--- src/rtl/imem_boot_loader.sv ---
`default_nettype none
// ============================================================================
// Module   : imem_boot_loader
// Purpose  : Streams a program into instruction memory, then releases the CPU
//            from reset for a fixed window. Optional checksum word: BOOT_CHECKSUM_EN.
// Revision : 1.0 - initial release
// ============================================================================
module imem_boot_loader #(
    parameter int DATA_W     = 8,
    parameter int ADDR_W     = 8,
    parameter int RUN_CYCLES = 40
) (
    input  logic              clk,
    input  logic              reset,
    input  logic              start,
    input  logic [ADDR_W:0]   prog_len,
    input  logic              s_valid,
    input  logic [DATA_W-1:0] s_data,
    output logic              s_ready,
    output logic              imem_we,
    output logic [ADDR_W-1:0] imem_addr,
    output logic [DATA_W-1:0] imem_wdata,
    output logic              cpu_reset,
    output logic              busy,
    output logic              done,
    output logic              error
);

    typedef enum logic [2:0] {
        ST_IDLE  = 3'd0,
        ST_LOAD  = 3'd1,
`ifdef BOOT_CHECKSUM_EN
        ST_CHECK = 3'd2,
`endif
        ST_RUN   = 3'd3,
        ST_DONE  = 3'd4,
        ST_ERROR = 3'd5
    } state_t;

    localparam logic [ADDR_W:0] C_DEPTH    = {1'b1, {ADDR_W{1'b0}}};
    localparam logic [ADDR_W:0] C_ONE      = {{ADDR_W{1'b0}}, 1'b1};
    localparam logic [15:0]     C_RUN_LAST = 16'(RUN_CYCLES - 1);
`ifdef BOOT_CHECKSUM_EN
    localparam state_t          C_LOAD_EXIT = ST_CHECK;
`else
    localparam state_t          C_LOAD_EXIT = ST_RUN;
`endif

    state_t              r_state;
    state_t              w_state_nxt;
    logic [ADDR_W:0]     r_len;
    logic [ADDR_W:0]     r_index;
    logic [ADDR_W:0]     w_index_inc;
    logic [15:0]         r_run_cnt;
    logic                w_xfer;
    logic                w_start_ok;
    logic                r_s_ready;
    logic                r_imem_we;
    logic [ADDR_W-1:0]   r_imem_addr;
    logic [DATA_W-1:0]   r_imem_wdata;
    logic                r_cpu_reset;
    logic                r_busy;
    logic                r_done;
    logic                r_error;
`ifdef BOOT_CHECKSUM_EN
    logic [DATA_W-1:0]   r_sum;
    logic [DATA_W-1:0]   w_sum_total;

    assign w_sum_total = r_sum + s_data;
`endif

    assign w_xfer      = s_valid & r_s_ready;
    assign w_index_inc = r_index + C_ONE;
    assign w_start_ok  = start & ((r_state == ST_IDLE) || (r_state == ST_DONE) ||
                                  (r_state == ST_ERROR));

    always_comb begin
        w_state_nxt = r_state;
        case (r_state)
            ST_IDLE, ST_DONE, ST_ERROR: begin
                if (w_start_ok) begin
                    if (prog_len > C_DEPTH)
                        w_state_nxt = ST_ERROR;
                    else if (prog_len == '0)
                        w_state_nxt = C_LOAD_EXIT;
                    else
                        w_state_nxt = ST_LOAD;
                end
            end
            ST_LOAD: begin
                if (w_xfer && (w_index_inc == r_len))
                    w_state_nxt = C_LOAD_EXIT;
            end
`ifdef BOOT_CHECKSUM_EN
            ST_CHECK: begin
                if (w_xfer)
                    w_state_nxt = (w_sum_total == '0) ? ST_RUN : ST_ERROR;
            end
`endif
            ST_RUN: begin
                if (r_run_cnt == C_RUN_LAST)
                    w_state_nxt = ST_DONE;
            end
            default: w_state_nxt = ST_IDLE;
        endcase
    end

    // Status outputs are registered from the next state so they align with r_state.
    always_ff @(posedge clk) begin
        if (reset) begin
            r_state      <= ST_IDLE;
            r_len        <= '0;
            r_index      <= '0;
            r_run_cnt    <= '0;
            r_s_ready    <= 1'b0;
            r_imem_we    <= 1'b0;
            r_imem_addr  <= '0;
            r_imem_wdata <= '0;
            r_cpu_reset  <= 1'b1;
            r_busy       <= 1'b0;
            r_done       <= 1'b0;
            r_error      <= 1'b0;
`ifdef BOOT_CHECKSUM_EN
            r_sum        <= '0;
`endif
        end else begin
            r_state     <= w_state_nxt;
`ifdef BOOT_CHECKSUM_EN
            r_s_ready   <= (w_state_nxt == ST_LOAD) || (w_state_nxt == ST_CHECK);
            r_busy      <= (w_state_nxt == ST_LOAD) || (w_state_nxt == ST_CHECK) ||
                           (w_state_nxt == ST_RUN);
`else
            r_s_ready   <= (w_state_nxt == ST_LOAD);
            r_busy      <= (w_state_nxt == ST_LOAD) || (w_state_nxt == ST_RUN);
`endif
            r_done      <= (w_state_nxt == ST_DONE);
            r_error     <= (w_state_nxt == ST_ERROR);
            r_cpu_reset <= (w_state_nxt != ST_RUN);
            r_imem_we   <= 1'b0;

            if (w_start_ok) begin
                r_len   <= prog_len;
                r_index <= '0;
`ifdef BOOT_CHECKSUM_EN
                r_sum   <= '0;
`endif
            end

            if ((r_state == ST_LOAD) && w_xfer) begin
                r_imem_we    <= 1'b1;
                r_imem_addr  <= r_index[ADDR_W-1:0];
                r_imem_wdata <= s_data;
                r_index      <= w_index_inc;
`ifdef BOOT_CHECKSUM_EN
                r_sum        <= w_sum_total;
`endif
            end

            if (r_state == ST_RUN)
                r_run_cnt <= r_run_cnt + 16'd1;
            else
                r_run_cnt <= '0;
        end
    end

    assign s_ready    = r_s_ready;
    assign imem_we    = r_imem_we;
    assign imem_addr  = r_imem_addr;
    assign imem_wdata = r_imem_wdata;
    assign cpu_reset  = r_cpu_reset;
    assign busy       = r_busy;
    assign done       = r_done;
    assign error      = r_error;

endmodule
`default_nettype wire

--- config.mk ---
export PLATFORM = sky130hd
export DESIGN_NAME = imem_boot_loader
export DESIGN_NICKNAME = d
export VERILOG_FILES = /design/src/rtl/imem_boot_loader.sv
export SDC_FILE = /design/constraint.sdc
export NUM_CORES = 1
export LEC_CHECK = 0
export CORE_MARGIN = 4
export CORE_UTILIZATION = 46
export CTS_CLUSTER_DIAMETER = 50
export DETAILED_ROUTE_END_ITERATION = 8
export GPL_TIMING_DRIVEN = 0
export PLACE_DENSITY = 0.78
export SETUP_SLACK_MARGIN = 0.3
export SLEW_MARGIN = 20
export SYNTH_ARGS = -nofsm -noshare
export SYNTH_HDL_FRONTEND = slang
export SYNTH_SLANG_ARGS = --single-unit
--- constraint.sdc ---
create_clock -name clk -period 4.6 [get_ports clk]
set_input_delay 0.46 -clock clk [delete_from_list [all_inputs] [get_ports clk]]
set_output_delay 0.46 -clock clk [all_outputs]
set_load 0.01 [all_outputs]
==> images/closeup.png <==
Window x 33 to 83, y 33 to 83 µm. Cells in grey, sequential cells in the stronger grey; small squares are vias.
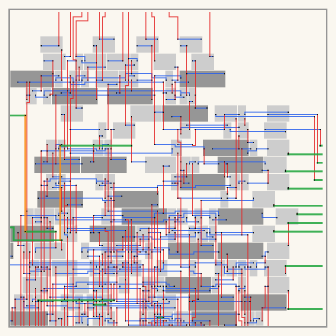
legend:
  blue:
    layer: M1
  green:
    layer: M3
  orange:
    layer: M4
  red:
    layer: M2
cells with their middle in the window: 147
most frequent: nand2_1 (34), clkdlybuf4s50_1 (24)
netlist names of flops here include: `imem_wdata` (8), `r_index` (7), `imem_addr` (6)
sequential cells in the window: 23

==> images/m3.png <==
(6 px per µm)
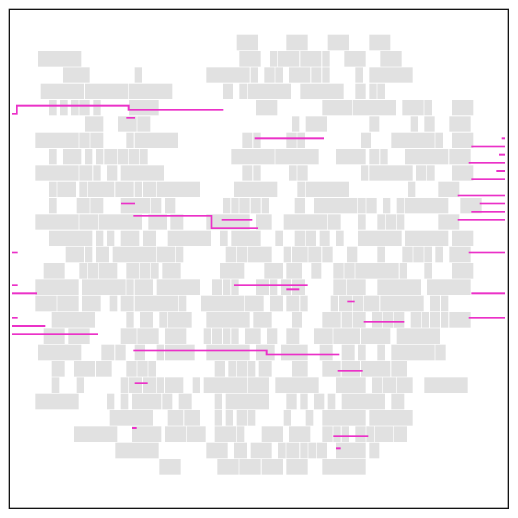
share of all routed wire: 4.1%
longest straight run: 22.1 µm
grt met3 use: 5.26%
routed via count: 2280
final WL: 5.65 mm

==> results.json <==
{
  "r2r-end": "cpu_reset",
  "max-slew-margin-rel_pct": 69.4,
  "r2r_setup_slack_ns": 2.51,
  "numCtsBuffers": 9,
  "start_kind": "flop",
  "fp_nets": 339,
  "whs_path_depth": 1,
  "outcome": "complete, no violations",
  "synthAoiAreaFrac_pct": 12.9,
  "path_class": "flop to flop",
  "final.min_clock_period_ns": 2.09,
  "grt_use_met1_pct": 21.8,
  "drtIter0Drc": 110,
  "synth-xor-area-share_pct": 7.12,
  "cp_slowest_cell": "dfxtp_1",
  "netlist_area_mm2": 0.00258,
  "drc": 0,
  "cts_resized": 0,
  "synth_cell_types": 43,
  "ys_cells": 316,
  "place_area_mm2": 0.00309,
  "p_leak_nw": 1.15,
  "use_met2_pct": 29.1,
  "globalplace.congestion": 0.897,
  "dieArea_mm2": 0.00688,
  "coreArea_mm2": 0.00547,
  "power_frac_seq_pct": 52.7,
  "worstHoldEndpoint": "r_run_cnt[0]",
  "overflow": 0,
  "critPathTopFamily": "simple AND/OR/NAND/NOR gates",
  "ir_drop_mv": 0.199,
  "area_growth_pct": 25.8,
  "dpl.hpwl_mm": 4.09,
  "holdBufCountCts": 0,
  "final_cell_mix": "nand2_1 (61), dfxtp_1 (59), clkdlybuf4s50_1 (42)",
  "fmax_ghz": 0.478,
  "insertion_delay_ns": 0.33,
  "p_clk_share_pct": 38.8,
  "clk_path_buf_depth": 2,
  "path_clk_slew_ns": 0.06,
  "worst_pin_slew_ns": 0.455,
  "rsz0062_at_grt": "no",
  "finClkSkew_ns": 0.00496,
  "root_buffer": "clkbuf_8",
  "ys_seq_share_pct": 45.7,
  "drv_cap": 0,
  "hold_violations": 0,
  "track_usage_pct": 17.7,
  "power_density_mw_per_mm2": 310,
  "fp_util_pct": 47.2,
  "crit_end": "cpu_reset",
  "crit_cells": 6,
  "gr-max-usage-layer": "met2",
  "power_leader": "registers",
  "synth.avg_cell_area_um2": 8.17,
  "switchingPower_mw": 0.227,
  "topCombFamilyByArea": "simple AND/OR/NAND/NOR gates",
  "post-route-util_pct": 59.4,
  "synth-simple-area-share_pct": 28.6,
  "pg_clk_mw": 0.390,
  "pin_count": 43,
  "p_comb_mw": 0.0858,
  "num_rows": 27,
  "r2r_start": "r_index[0]",
  "fin_nets": 392,
  "cp_slowest_stage_delay_ns": 0.47,
  "first_pass_iters": 4,
  "yosys_most_used_dff": "dfxtp_1",
  "cp_max_fo": 8,
  "hold_class": "flop to flop",
  "mux_area_share_pct": 0.824
}
==> images/pinout.png <==
(4 px per µm) Pins as bars across the die edge, other pins in grey.
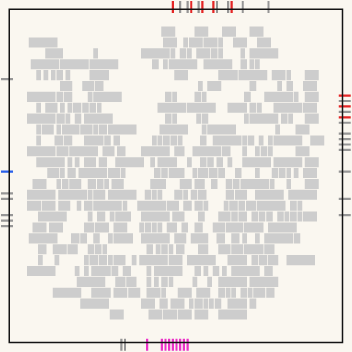
legend:
  blue:
    port: `cpu_reset`
    pins: 1
    direction: output
    edge: left
  red:
    port: `s_data`
    pins: 8
    direction: input
    edge: 5 top, 3 right
  magenta:
    port: `prog_len`
    pins: 9
    direction: input
    edge: bottom
all pins by edge: 13 right, 12 top, 11 bottom, 7 left
chip height: 82.9 µm
number of buffers added on ports: 42
Die W: 82.9 µm

==> synthesized netlist by cell type, types with 2 or more instances <==
cell	instances	share of area [%]
nand2b_1	4	0.97
nand4_1	5	1.2
nor2b_1	3	0.73
a21oi_1	37	7.2
nand3_1	10	1.9
nand3b_1	2	0.58
nor4_2	2	0.97
xnor2_1	8	2.7
nand2_1	61	8.9
or3_1	5	1.2
o21a_1	2	0.58
and3_1	6	1.5
and4_1	3	1.0
nor2_1	29	4.2
nor4_1	6	1.5
dfxtp_1	59	46
o21ai_0	7	1.4
a21o_1	2	0.58
clkbuf_1	9	1.3
o22ai_1	3	0.73
buf_2	7	1.4
nor3_1	6	1.2
a31oi_1	3	0.73
inv_1	5	0.73
xor2_1	13	4.4
ha_1	2	0.97
==> final cells by class <==
cell class / count / area [µm²]
fillers: 520 / 2220
multi-input cells: 235 / 1300
flip-flops and latches: 59 / 1180
repair buffers: 42 / 420
clock buffers: 12 / 155
well taps: 72 / 90.1
plain buffers: 17 / 80.1
inverters: 5 / 18.8
==> state kept, by name, summed over array words and instances, names as in the netlist <==
name	count
imem_we	1
cpu_reset	1
imem_addr	8
r_run_cnt	16
s_ready	1
done	1
r_len	9
r_state	3
r_index	9
imem_wdata	8
busy	1
error	1
==> through the flow <==
stage               setup slack, ns  hold slack (ns)  cells  total power [mW]
finish                         2.51            0.445    442              1.01
global route                   2.20            0.479    442              1.05
CTS                            2.51            0.449    442              1.02
detailed placement             2.38            0.442    430             0.627
global placement               2.38            0.430    430             0.626
floorplan                      2.94            0.418    316             0.587
==> metal layers <==
metal | part of all wire (%) | vias up | wire length [µm]
met4 | 1.8 | 0 | 100
met1 | 45 | 1046 | 2540
met5 | 0 | - | 0
li1 | - | 1182 | -
met2 | 49 | 40 | 2770
met3 | 4.1 | 12 | 231
Power and IR drop assume default switching activity.
